`config.mk`:
```
export PLATFORM = sky130hd
export DESIGN_NAME = stack_cmd_gen
export DESIGN_NICKNAME = d
export VERILOG_FILES = /design/src/rtl/stack_pkg.sv /design/src/rtl/debounce_pulse.sv /design/src/rtl/stack_cmd_gen.sv
export SDC_FILE = /design/constraint.sdc
export NUM_CORES = 1
export LEC_CHECK = 0
export ABC_AREA = 1
export CAP_MARGIN = 0
export CORE_UTILIZATION = 45
export DETAILED_ROUTE_END_ITERATION = 10
export GPL_TIMING_DRIVEN = 1
export PLACE_DENSITY = 0.68
export REMOVE_ABC_BUFFERS = 1
export SYNTH_ARGS = -nofsm -noshare
export SYNTH_HDL_FRONTEND = slang
export SYNTH_SLANG_ARGS = --single-unit
```
`constraint.sdc`:
```
create_clock -name clk -period 1.2 [get_ports clk]
set_input_delay 0.36 -clock clk [delete_from_list [all_inputs] [get_ports clk]]
set_output_delay 0.36 -clock clk [all_outputs]
set_load 0.005 [all_outputs]
```
`src/rtl/stack_pkg.sv`:
```
// Shared constants for the stack and its command generator, plus the
// debouncer state encoding.
package stack_pkg;
    localparam int DATA_W      = 4;
    localparam int STACK_DEPTH = 8;

    localparam logic [1:0] ST_IDLE      = 2'd0;
    localparam logic [1:0] ST_ARMING    = 2'd1;
    localparam logic [1:0] ST_HELD      = 2'd2;
    localparam logic [1:0] ST_RELEASING = 2'd3;
endpackage

```
`src/rtl/debounce_pulse.sv`:
```
// One button: 2-flop synchronizer, counting debouncer and a one-shot pulse
// per accepted press.
module debounce_pulse #(
    parameter int DEBOUNCE_CYCLES = 4
) (
    input  logic clk,
    input  logic rst,
    input  logic btn_i,
    output logic fire_o,
    output logic pulse_o
);
    import stack_pkg::*;

    localparam int CW = $clog2(DEBOUNCE_CYCLES) + 1;

    logic          s1_q, s2_q;
    logic [1:0]    state_q, state_d;
    logic [CW-1:0] cnt_q, cnt_d, cnt_inc;
    logic          stable_q, stable_d;
    logic          fire_q, fire_d;
    logic          pulse_q;
    logic          reach;

    assign cnt_inc = cnt_q + 1'b1;
    assign reach   = (cnt_inc == CW'(DEBOUNCE_CYCLES));

    always_comb begin
        state_d  = state_q;
        cnt_d    = cnt_q;
        stable_d = stable_q;
        fire_d   = 1'b0;
        if (s2_q == stable_q) begin
            // level agrees with accepted state: any partial count was a glitch
            cnt_d   = '0;
            state_d = stable_q ? ST_HELD : ST_IDLE;
        end else if (reach) begin
            cnt_d    = '0;
            stable_d = s2_q;
            state_d  = s2_q ? ST_HELD : ST_IDLE;
            fire_d   = (state_q == ST_ARMING);
        end else begin
            cnt_d   = cnt_inc;
            state_d = s2_q ? ST_ARMING : ST_RELEASING;
        end
    end

    always_ff @(posedge clk) begin
        if (rst) begin
            s1_q     <= 1'b0;
            s2_q     <= 1'b0;
            state_q  <= ST_IDLE;
            cnt_q    <= '0;
            stable_q <= 1'b0;
            fire_q   <= 1'b0;
            pulse_q  <= 1'b0;
        end else begin
            s1_q     <= btn_i;
            s2_q     <= s1_q;
            state_q  <= state_d;
            cnt_q    <= cnt_d;
            stable_q <= stable_d;
            fire_q   <= fire_d;
            pulse_q  <= fire_q;
        end
    end

    assign fire_o  = fire_q;
    assign pulse_o = pulse_q;
endmodule

```
`src/rtl/stack_cmd_gen.sv`:
```
// Turns raw push/pop buttons and data switches into one-cycle stack commands,
// flagging commands the stack will ignore (push when full, pop when empty).
module stack_cmd_gen #(
    parameter int DEBOUNCE_CYCLES = 4,
    parameter int DATA_W          = stack_pkg::DATA_W
) (
    input  logic              clk,
    input  logic              rst,
    input  logic              btn_push,
    input  logic              btn_pop,
    input  logic [DATA_W-1:0] sw,
    input  logic              full,
    input  logic              empty,
    output logic              push,
    output logic              pop,
    output logic [DATA_W-1:0] data_in,
    output logic              err
);
    import stack_pkg::*;

    logic              fire_push, fire_pop;
    logic [DATA_W-1:0] sw_s1_q, sw_s2_q;
    logic [DATA_W-1:0] data_q;
    logic              err_q;

    debounce_pulse #(.DEBOUNCE_CYCLES(DEBOUNCE_CYCLES)) u_db_push (
        .clk     (clk),
        .rst     (rst),
        .btn_i   (btn_push),
        .fire_o  (fire_push),
        .pulse_o (push)
    );

    debounce_pulse #(.DEBOUNCE_CYCLES(DEBOUNCE_CYCLES)) u_db_pop (
        .clk     (clk),
        .rst     (rst),
        .btn_i   (btn_pop),
        .fire_o  (fire_pop),
        .pulse_o (pop)
    );

    // fire_* is high the cycle before the pulse, so data and err register on
    // the same edge that raises push/pop.
    always_ff @(posedge clk) begin
        if (rst) begin
            sw_s1_q <= '0;
            sw_s2_q <= '0;
            data_q  <= '0;
            err_q   <= 1'b0;
        end else begin
            sw_s1_q <= sw;
            sw_s2_q <= sw_s1_q;
            if (fire_push || fire_pop)
                data_q <= sw_s2_q;
            err_q <= (fire_push && !fire_pop && full) ||
                     (fire_pop && !fire_push && empty);
        end
    end

    assign data_in = data_q;
    assign err     = err_q;
endmodule

```
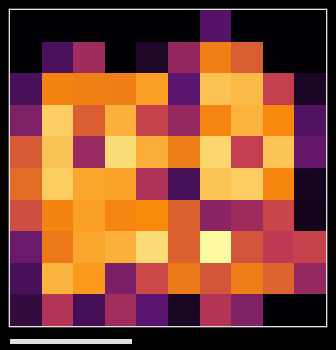
*Cell area per tile*
Bar = 20 um. 10 x 10 tiles, from black (low) to pale yellow (high), 0 to 100% covered.
15% of the tiles are nearly empty. The fullest tile reaches 99%. The mean over all tiles is 48%.

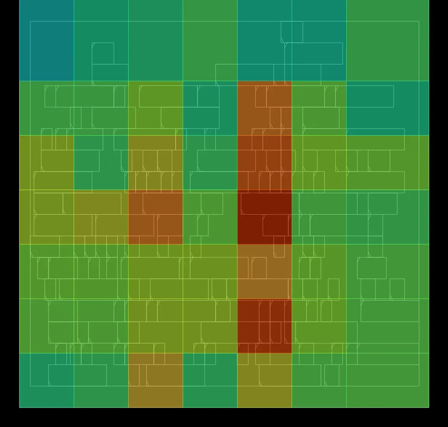
*Track usage over the die*
busiest grt layer: met2
overall routing resource usage: 15.2%
Final Util: 58.5%
GR Util met2: 23.1%
WL/cell: 9.11 um

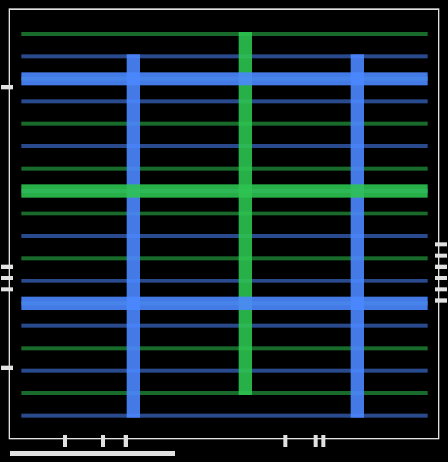
*PDN straps and rails*
Bar = 20 um. Pins as bars on the die edge.
Green stands for VDD. Blue stands for VSS.
The core has 17 rows. 3 straps on met4.
Die Span Y: 51.9 um
Die Wd: 51.9 um
VDD IR max: 0.898 mV
Core Box Area: 0.00228 mm2

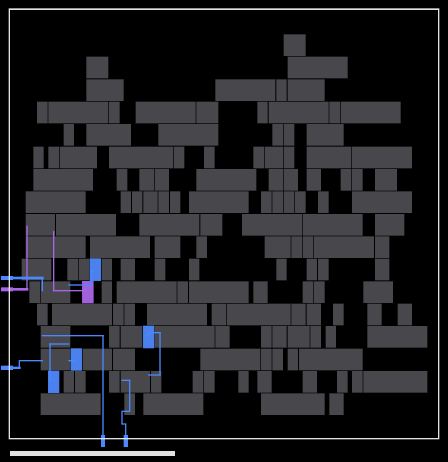
*Wires at chosen ports, followed through buffers*
Bar = 20 um.
Purple stands for `btn_push`, bits 1, direction input, edge west, end cells 1, buffers 1, wire 20.3 um. Blue stands for `sw`, bits 4, direction input, edge 2 south, 2 west, end cells 4, buffers 4, wire 58.1 um.
port bufs: 16
# IOs: 17

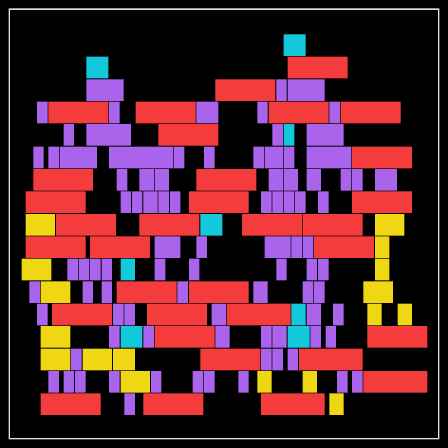
*Placed cells, one colour a class*
Cyan stands for clock drivers and dummy loads, cells 8. Yellow stands for remaining buffers and delay cells, cells 17. Purple stands for combinational and other logic, cells 90. Red stands for sequential cells, cells 33.
Seq area share: 50.0%
post-route cell area: 0.00133 mm2
FP Rows: 17

==> metrics.yaml <==
pwr:
  pwr-share-comb_pct: 4.4
  clockPowerShare_pct: 32.7
  power_switching_mw: 0.405
floorplanning:
  dieArea_mm2: 0.00269
critical_path:
  path_buffers: 1
  crit_path_top_delay_cell: "dfxtp_2"
  max_stage_delay_ns: 0.33
  worstPathRequired_ns: 0.84
cells_and_area:
  final_nets: 163
  final_common_cell: "nor2_1"
  drive_above_1_share_pct: 16.9
clocking:
  clock_path_buffers: 2
  htree_levels: 2
  clkLatencyLatePin_ns: 0.33
  clock_sinks: 33
  cts_root_buf: "clkbuf_4"
synth:
  syn_area_per_cell_um2: 8.95
  ys_cells: 125
  synthAoiAreaFrac_pct: 5.15
  netlist_area_mm2: 0.00112
  synth_chip_area_mm2: 0.00112
  yosysWarnings: 0
  top_area_share_pct: 59.1
place:
  dpl.hpwl_um: 1130
  post-place-ws_ns: -0.160
timing:
  skew_ns: 0.00707
  finalSetupViolations: 0
  fin_crit_sh_pct: 94.5
global_routing:
  antenna_found_initial: 0
  grt_pass1_vias: 700
status:
  outcome: "complete, no violations"
drt:
  wirelength_um: 1600
[cells in the mapped netlist]
cell      count
buf_2         1
nand3b_1      2
buf_6         1
o21ai_2       2
nor2_1       33
nand3_1       3
nand4_1       1
dfxtp_1      33
o21ai_0       4
inv_2         1
nand2_1       7
nand4_4       1
inv_1        26
ha_1          6
a21oi_1       4
[metal layers]
metal	global-route usage [%]	share of wire, %
met2	23.1	44
met3	7.89	6.6
met4	10.8	3.2
met1	16.0	46
met5	0	0
[power groups by stage]
stage	clock network, mW	logic [mW]	registers [mW]
final	0.584	0.0791	1.12
after global routing	0.657	0.0897	1.13
after CTS	0.612	0.0798	1.12
after detailed placement	0	0.0794	1.15
after global placement	0	0.0766	1.15
after floorplan	0	0.0344	1.15
[cells by family (layout without fill, tap and decap cells)]
logic type / after synthesis / in the layout
adder cells (fa/ha/maj): 6 / 6
AND-OR/OR-AND: 10 / 10
buffers and inverters: 29 / 52
AND/OR/NAND/NOR: 47 / 47
flip-flops: 33 / 33
[repair_timing]
action,CTS,global route
endpoints found under the setup margin,7,6
pin swaps,0,2
gates cloned,0,0
resized,32,2
hold endpoints to repair,0,0
[area by class of cell]
type / count / area (um2)
fillers: 203 / 945
flip-flops and latches: 33 / 666
multi-input cells: 63 / 345
repair buffers: 17 / 133
inverters: 27 / 101
clock buffers: 6 / 41.3
well taps: 28 / 35.0
clock inverters: 2 / 10.0
[through the flow]
| step | hold slack (ns) | power, mW | instances | setup TNS (ns) |
|---|---|---|---|---|
| after CTS | 0.406 | 1.82 | 176 | 0 |
| final | 0.402 | 1.79 | 176 | 0 |
| after floorplan | 0.388 | 1.18 | 123 | 0 |
| after global placement | 0.391 | 1.22 | 168 | -1.91 |
| after global routing | 0.440 | 1.87 | 176 | 0 |
| after detailed placement | 0.393 | 1.23 | 168 | -2.25 |
[state kept, by name (all words and copies together), names as in the netlist, 2 cells and up]
| signal | cells |
|---|---|
| sw_s2_q | 4 |
| data_in | 4 |
| sw_s1_q | 4 |
| u_db_pop.cnt_q | 3 |
| u_db_pop.state_q | 2 |
| u_db_push.state_q | 2 |
| u_db_push.cnt_q | 3 |
[worst paths after layout]
kind	start	end	slack, ns	depth (start not counted)
setup reg to reg	u_db_pop.cnt_q[0]	u_db_pop.cnt_q[0]	0.09	5
hold / removal	sw_s1_q[2]	sw_s2_q[2]	0.40	2
hold reg to reg	sw_s1_q[2]	sw_s2_q[2]	0.40	2
setup / recovery	data_in[2]	data_in[2]	0.07	1
Power figures rest on the tool's default switching activity, not on a simulated workload.
